Figure 1. M2 wires.
Drawn at 4 px/µm.
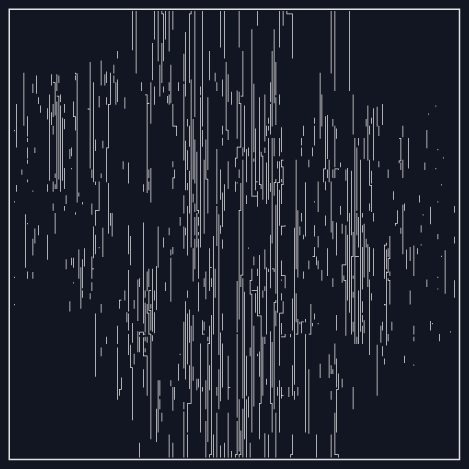
Figure 2. I/O pins on the die edge.
Drawn at 4 px/µm. Pins as bars across the die edge, other pins in grey.
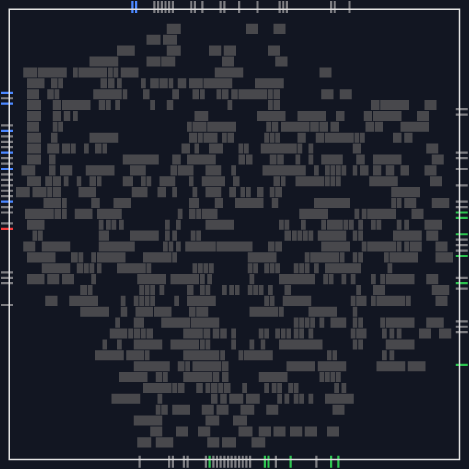
Figure 3. Placed standard cells.
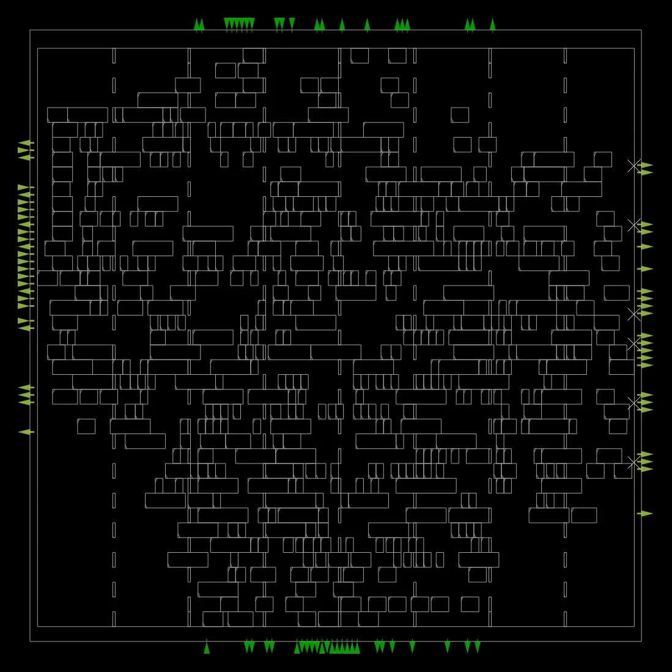
Figure 4. Metal layers overlaid.
Drawn at 2 px/µm. Two of the layers only.
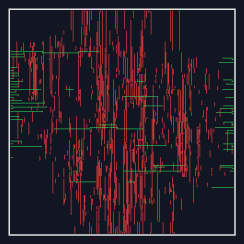
Figure 5. Wires at chosen ports, followed through buffers.
Drawn at 2 px/µm.
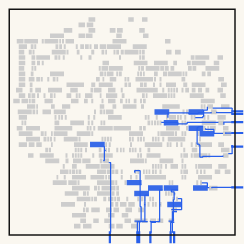
==> config.mk <==
export PLATFORM = sky130hd
export DESIGN_NAME = sid_voice_ctrl
export DESIGN_NICKNAME = d
export VERILOG_FILES = /design/src/rtl/sid_pkg.sv /design/src/rtl/sid_tick_gen.sv /design/src/rtl/sid_voice_ctrl.sv
export SDC_FILE = /design/constraint.sdc
export NUM_CORES = 1
export LEC_CHECK = 0
export ABC_AREA = 1
export CELL_PAD_IN_SITES_DETAIL_PLACEMENT = 0
export CELL_PAD_IN_SITES_GLOBAL_PLACEMENT = 2
export CORE_MARGIN = 1
export CORE_UTILIZATION = 25
export DETAILED_ROUTE_END_ITERATION = 10
export GPL_TIMING_DRIVEN = 0
export PLACE_DENSITY = 0.88
export SYNTH_ARGS = -nofsm -noshare
export SYNTH_HDL_FRONTEND = slang
export SYNTH_SLANG_ARGS = --single-unit
export TNS_END_PERCENT = 1
==> constraint.sdc <==
create_clock -name clk -period 1.5 [get_ports clk]
set_input_delay 0.225 -clock clk [delete_from_list [all_inputs] [get_ports clk]]
set_output_delay 0.225 -clock clk [all_outputs]
set_load 0.02 [all_outputs]
==> flow_summary.ini <==
; implementation run metrics
[grt]
grt.met3_usage = 0.0383
antenna_found_initial = 0
busiest_layer = met2
grt_max_degree = 13

[power_and_ir_drop]
power.switching_uw = 1030
cellPowerDensity_mw_per_mm2 = 1010
clockPowerShare = 0.505

[route]
antenna_left = 0
remaining_drc_errors = 6
viasPerCell = 4.28

[critical_path]
criticalPathCategory = in -> reg
critPathLaunchType = primary input
cp.arrival_ns = 1.64
worstPathRequired_ns = 1.72

[yosys]
ys_ff = 70
syn_nets = 454
synth-edff-count = 0
area_leaders = dfxtp_1 46%, nand2_1 15%, nor2_1 11%
yosys.area_share.simple = 0.416
syn_area_mm2 = 0.00303
ys_seq_share = 0.462
ys_sh_mux = 0
synth.distinct_cells = 28
ys_cells = 418
logic_family = simple AND/OR/NAND/NOR gates
synthAdderAreaFrac = 0.0124
synthXorXnorAreaFrac = 0

[run]
warnings = 29
drv_cap = 0

[layout]
ff_count = 70
fin_util = 0.388
bufAreaShareNonClock = 0.226
biggestCellCategory = logic gates
most-common-layout-cells = 119 x nand2_1, 83 x nor2_1, 70 x dfxtp_1, 48 x dlygate4sd2_1, 28 x clkdlybuf4s50_1
clockNetworkAreaShare = 0.0722
sh_comb_area = 0.325
buffers = 108
design_area_mm2 = 0.00450
diodes = 0
drive_above_1_share = 0.134
clkbuf_count = 11

[placed_design]
hpwl_mm = 6.50
numPlacedInstances = 654

[min_path]
hp-class = in -> reg

[floorplan]
die-area_mm2 = 0.0126
initial_utilization = 0.261
core_area_mm2 = 0.0116

[clocking]
cts_max_path_buffers = 2
cts.repair.resized = 50
cts_setup_buffers = 0
numCtsBuffers = 9

[outcome]
violations = design-rule violations
outcome = finished with violations

[final_timing]
period_minus_slack_ns = 1.42
rsz0062_at_grt = true
fin_skew_ns = 0.00410
fin_crit_sh = 0.947
## Picture notes: Figure 1
main direction: vertical
wire length on this layer: 4210 µm
share of all routed wire: 49%
nets with wire on the layer: 428
met2 GRT Util: 0.248
routed wire length: 8.68 mm
Via Count: 2875

## Picture notes: Figure 2
legend:
  red:
    port: `bus_ack`
    pins: 1
    direction: output
    edge: west
  blue:
    port: `bus_rdata`
    pins: 8
    direction: output
    edge: 6 west, 2 north
  green:
    port: `rls`
    pins: 12
    direction: output
    edge: 6 east, 6 south
all pins by edge: 26 west, 25 south, 22 east, 21 north
die width: 112 µm
Chip Height: 112 µm
input/output buffers: 93

## Picture notes: Figure 3
sequential cell area share: 0.311
filler instances: 1224

## Picture notes: Figure 4
legend:
  red:
    layer: M2
    wire_length: 4210 µm
  green:
    layer: M3
    wire_length: 475 µm
routed wire length per instance: 12.9 µm
GRT Total Usage: 0.146

## Picture notes: Figure 5
legend:
  blue:
    port: `rls`
    direction: output
    edge: 6 east, 6 south
    end_cells: 12
    wire: 366 µm
IO Pins: 94

per-stage QoR:
stage	TNS [ns]	hold WS [ns]
2_1_floorplan	0	0.294
3_3_place_gp	-15.90	0.452
3_5_place_dp	-16.99	0.459
4_1_cts	-0.0227	0.465
5_1_grt	-0.0608	0.310
6_report	0	0.252
power groups by stage:
stage	clock, µW	combinational [µW]	sequential (µW)
2_1_floorplan	0	164	1940
3_3_place_gp	0	356	1930
3_5_place_dp	0	360	1930
4_1_cts	2350	357	1890
5_1_grt	2440	396	1890
6_report	2300	359	1890
worst max-delay path, stage by stage:
cell	delay, ns
clkdlybuf4s50_1	0.56
nand2_1	0.15
nor3_2	0.42
nand3_1	0.15
nand2_1	0.10
nor2_1	0.04
Power figures rest on the tool's default switching activity, not on a simulated workload.
